==> config.mk <==
export PLATFORM = sky130hd
export DESIGN_NAME = gfx_fb_fill
export DESIGN_NICKNAME = d
export VERILOG_FILES = /design/src/rtl/gfx_fb_fill_pkg.sv /design/src/rtl/gfx_fb_fill.sv
export SDC_FILE = /design/constraint.sdc
export NUM_CORES = 1
export LEC_CHECK = 0
export CORE_MARGIN = 4
export CORE_UTILIZATION = 44
export CTS_BUF_LIST = sky130_fd_sc_hd__clkbuf_8 sky130_fd_sc_hd__clkbuf_16
export DETAILED_ROUTE_END_ITERATION = 16
export PLACE_DENSITY_LB_ADDON = 0.2
export SLEW_MARGIN = 20
export SYNTH_ARGS = -nofsm -noshare
export SYNTH_HDL_FRONTEND = slang
export SYNTH_SLANG_ARGS = --single-unit
export TNS_END_PERCENT = 20
==> constraint.sdc <==
create_clock -name clk -period 12.2 [get_ports clk]
set_clock_uncertainty 0.2 [all_clocks]
set_input_delay 2.44 -clock clk [delete_from_list [all_inputs] [get_ports clk]]
set_output_delay 2.44 -clock clk [all_outputs]
set_load 0.005 [all_outputs]
### Track usage over the die, run 1

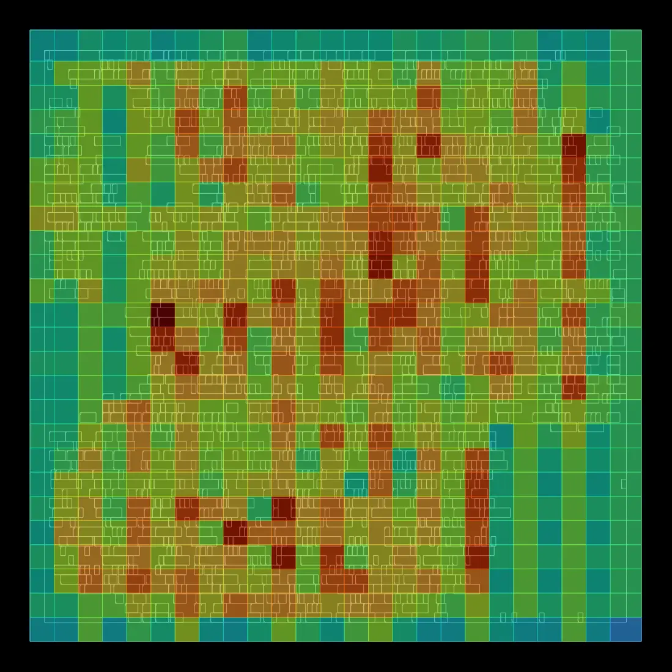
routing usage on met1: 26.4%
M2 GR Usage: 34.0%

### Signal wires on met1, run 1

Supply wires on this layer in gray.
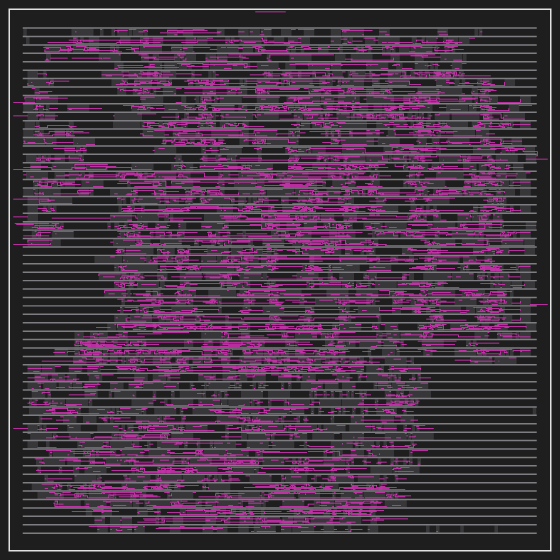
nets with wire on the layer: 1723
longest straight run: 55.7 microns
main direction: horizontal
share of all routed wire: 46%
wire length on this layer: 13700 microns
final WL: 29700 microns
Vias: 10600

### I/O nets highlighted, run 1

Bar = 50 microns.
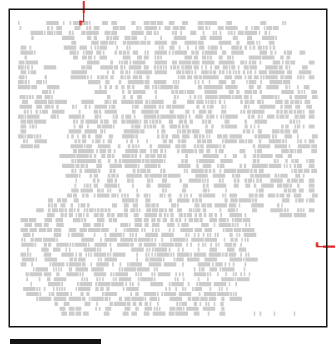
| port | color | direction | edge | end cells | buffers | wire |
|---|---|---|---|---|---|---|
| m_axi_awburst | red | output | 1 top, 1 right | 2 | 0 | 13.4 microns |
# IOs: 137
port bufs: 121

==> GITHUB_STEP_SUMMARY, run 1 <==
### Flow metrics

| Metric | Value |
|---|---|
| Final Slew Violations | `0` |
| Crit path kind | `in2reg` |
| Slowest Stage Delay on Critical Path | `0.82 ns` |
| Setup crit end kind | `flip-flop` |
| Max_cap viols | `0` |
| Pre-Repair DR Iteration Count | `4` |
| Status | `finished, final reports clean` |
| FP Rows | `~60` |
| Hold depth | `2` |
| Yosys Chip Area | `12200 sq um` |
| Initial antenna violation count | `0` |
| Number of global-route vias before repair | `10700` |
| Post-Synthesis Cells | `1549` |
| Core area | `27100 sq um` |
| Num CTS Buffers | `17` |
| Commonest flop | `dfxtp_1` |
| Global-route wire length before repair | `51400 microns` |
| Peak VDD IR | `176 uV` |
| RSZ-0062 raised after global routing | `false` |
| CTS root buffer | `clkbuf_16` |
| R2r setup slk | `8.26 ns` |
| Total track usage | `20.0%` |
| Worst Setup Start Kind | `input port` |
| Total chip power | `3050 uW` |
| Post-CTS resize count | `0` |
| Share of layout cells above drive strength 1 | `3.92%` |
| Clock sink count | `between 100 and 150` |
| CP Buf/Inv Count | `4` |
| Largest net degree at the start of global routing | `68` |
| Die X | `174 microns` |
| Critical path's slowest cell | `clkdlybuf4s50_1` |
| Post-Syn Area per Cell | `7.87 sq um` |
| Area growth, synth to finish | `16.6%` |
| Crit path max fanout | `12` |
| Worst-Margin Slew | `0.887 ns` |
| Vias per cell | `roughly 5.3` |
| Async S/R FF share, synth | `0%` |
==> run 1: cell type report <==
| type | count | area (sq um) |
|---|---|---|
| Fill cell | 2606 | 12900 |
| Multi-Input combinational cell | 1161 | 8660 |
| Tap cell | 372 | 465 |
| Clock buffer | 21 | 480 |
| Clock inverter | 9 | 119 |
| Inverter | 186 | 698 |
| Timing Repair Buffer | 130 | 1280 |
| Sequential cell | 126 | 2520 |
==> run 1: power by group <==
| group | switching, uW | leakage, uW | internal, uW |
|---|---|---|---|
| logic | 1120 | 0.00511 | 848 |
| clock network | 184 | 0.000305 | 337 |
| registers | 67.2 | 0.00103 | 490 |
| total | 1380 | 0.00644 | 1680 |
==> run 1: routing by layer <==
layer	global-route usage (%)	part of all wire (%)	vias to the layer above
met2	34.0	48	202
li1	-	-	5281
met5	0	0	-
met3	3.15	3.9	35
met1	26.4	46	5113
met4	5.48	1.7	0
==> run 1: worst min-delay path, delay by kind of cell (launching register included) <==
family / cells / cell delay (ns)
flops: 1 / 0.30
simple gates: 1 / 0.05
compound gates: 1 / 0.05
==> run 1: cells by family (layout without fill, tap and decap cells) <==
family                   count (synthesis)  in the layout  share of synthesized area (%)
multiplexers                             4              4                          0.328
AND/OR/NAND/NOR                        533            533                           20.3
flip-flops                             126            126                           20.7
AND-OR/OR-AND                          338            338                           17.3
XOR/XNOR                                65             65                           4.67
buffers and inverters                  271            346                           8.73
other                                    2             11                         0.0616
adder cells (fa/ha/maj)                210            210                           27.9
==> run 1: cell usage in the layout (no fill, tap or decap), types with 10 or more instances in the layout <==
cell	count
nand2_1	265
inv_1	189
a21oi_1	147
dfxtp_1	126
clkdlybuf4s50_1	120
ha_1	107
fa_1	103
nor2_1	83
and2_1	50
xnor2_1	45
o21ai_0	44
nand3_1	24
xor2_1	20
a21o_1	19
nor3_1	17
clkbuf_16	17
and3_1	16
a31oi_1	16
a211oi_1	15
a311oi_1	14
o21a_1	13
conb_1	11
nor2b_1	10
a22oi_1	10
or2_2	10
buf_4	10
==> run 1: through the flow <==
| stage | cell area, sq um | std cells | setup WS (ns) | hold WS, ns |
|---|---|---|---|---|
| floorplan | 12200 | 1558 | 3.86 | 0.232 |
| global placement | 13600 | 1975 | 2.47 | 0.240 |
| detailed placement | 13600 | 1975 | 2.41 | 0.247 |
| CTS | 14200 | 2005 | 2.84 | 0.255 |
| global route | 14200 | 2005 | 2.84 | 0.271 |
| finish | 14200 | 2005 | 3.13 | 0.254 |
### Metal 2, run 1

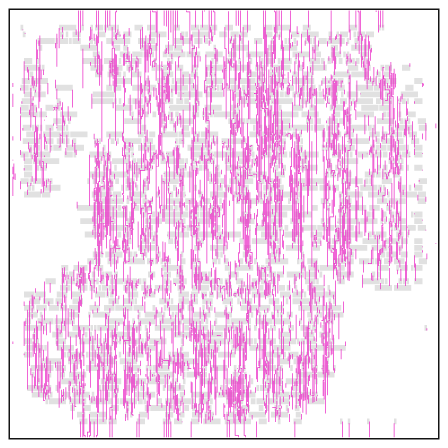

==> inputs of run 2 (changes only) <==
==> constraint.sdc (replaced) <==
create_clock -name clk -period 9.4 [get_ports clk]
set_clock_uncertainty 0.2 [all_clocks]
set_input_delay 1.88 -clock clk [delete_from_list [all_inputs] [get_ports clk]]
set_output_delay 1.88 -clock clk [all_outputs]
set_load 0.005 [all_outputs]
### Metal 2, run 2

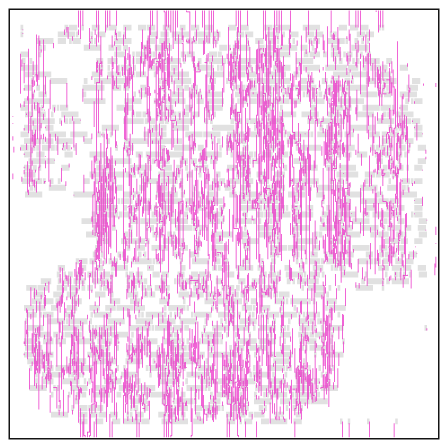
share of all routed wire: 49%
wire length on this layer: 14500 microns
nets with wire on the layer: 1561
M2 GR Usage: 35.0%
Vias: 10600

### Track usage over the die, run 2

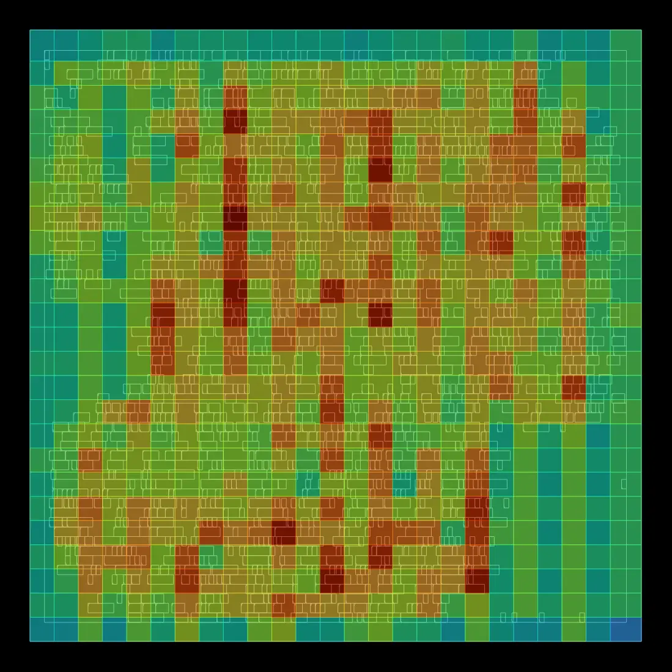
total track usage: 20.2%
Wirelength per Cell: 14.9 microns

==> run 2 against run 1 <==
  * Core utilization about the same
  * Flip-flop count unchanged
  * Critical endpoint unchanged
  * Largest power group unchanged
  * Sequential share of layout area about the same
  * Total power increased by 29%
  * Register-to-register slack got worse by 2.8 ns
  * Clock power increased by 27%
  * Via count decreased by 0.69%
  * Synthesized area unchanged
  * Die size unchanged
==> GITHUB_STEP_SUMMARY, run 2 <==
### Flow metrics

| Metric | Value |
|---|---|
| Top Metal Used | `met4 (unchanged)` |
| Metal2 WL | `14500 microns (was 14300 microns)` |
| # IOs | `137 (unchanged)` |
| Vias per cell | `5.26 (was 5.30)` |
| FP Rows | `60 (unchanged)` |
| Worst Setup Start Kind | `input port (unchanged)` |
| R2r setup slk | `5.44 ns (was 8.26 ns)` |
| Fill cell count | `2638 (was 2606)` |
| Setup crit end kind | `flip-flop (unchanged)` |
| Comb gate area | `8650 sq um (was 8660 sq um)` |
| Placed inst area | `13600 sq um (about the same)` |
| Number of global-route vias before repair | `11100 (was 10700)` |
| Critical path's slowest cell | `clkdlybuf4s50_1 (unchanged)` |
| Clock sink count | `126 (unchanged)` |
| Crit path kind | `in2reg (unchanged)` |
| Met3 WL | `1320 microns (was 1170 microns)` |
| Crit path max fanout | `12 (unchanged)` |
| Commonest flop | `dfxtp_1 (unchanged)` |
| Status | `finished, final reports clean (unchanged)` |
| CTS root buffer | `clkbuf_16 (unchanged)` |
| Num CTS Buffers | `17 (unchanged)` |
| Post-Synthesis Cells | `1549 (unchanged)` |
| Yosys Chip Area | `12200 sq um (unchanged)` |
| Largest net degree at the start of global routing | `67 (was 68)` |
| Core area | `27100 sq um (unchanged)` |
| Cell area after layout | `14200 sq um (about the same)` |
| Die X | `174 microns (unchanged)` |
| Initial antenna violation count | `0 (unchanged)` |
| Async S/R FF share, synth | `0% (unchanged)` |
| FF+latch area | `2520 sq um (unchanged)` |
| Top logic cells by instance count in the layout | `nand2_1, inv_1, a21oi_1, dfxtp_1, clkdlybuf4s50_1 (unchanged)` |
-- run 2: cell counts after synthesis --
Identical to the previous run, type by type.
-- run 2: stage by stage --
stage	cells	setup WS [ns]	power (uW)	hold slack, ns	utilization [%]
final	2008	1.16	3940	0.252	52.4
after global routing	2008	0.738	4370	0.278	52.4
after CTS	2008	1.18	3970	0.254	52.4
after detailed placement	1976	0.760	3280	0.246	50.3
after global placement	1976	0.756	3250	0.239	50.3
after floorplan	1558	1.62	2680	0.232	-
-- run 2: worst register-to-register path: cells and delay by family, from the launching register on --
family / cells / cell delay (ns)
buf+inv: 1 / 0.10
xor+xnor: 1 / 0.30
simple gates: 6 / 1.73
compound gates: 2 / 0.47
fa+ha+maj: 2 / 0.57
flops: 1 / 0.44
-- run 2: cell type report --
type / instances / area share, %
timing repair buffer: 131 / 9.03
clock buffer: 19 / 3.19
inverter: 186 / 4.91
sequential: 126 / 17.7
multi-input combinational: 1161 / 60.9
clock inverter: 13 / 0.968
tap: 372 / 3.27
-- run 2: layer usage --
layer  track usage [%]  vias up
li1                  -     5291
met5                 0        -
met4              4.09        0
met2              35.0      189
met1              26.5     5058
met3              3.68       20
-- run 2: where the power goes --
part	total [uW]	internal (uW)	switching (uW)
clock network	662	405	258
registers	723	636	86.5
logic	2560	1100	1450
total	3940	2140	1800
-- run 2: kinds of logic (layout without fill, tap and decap cells) --
family,after synthesis,count (layout),share of synthesized area (%)
AND/OR/NAND/NOR,533,533,20.3
adder cells (fa/ha/maj),210,210,27.9
XOR/XNOR,65,65,4.67
other,2,11,0.0616
buffers and inverters,271,349,8.73
AND-OR/OR-AND,338,338,17.3
flip-flops,126,126,20.7
multiplexers,4,4,0.328
No activity file was given, so power comes from the tool's default toggle rates.
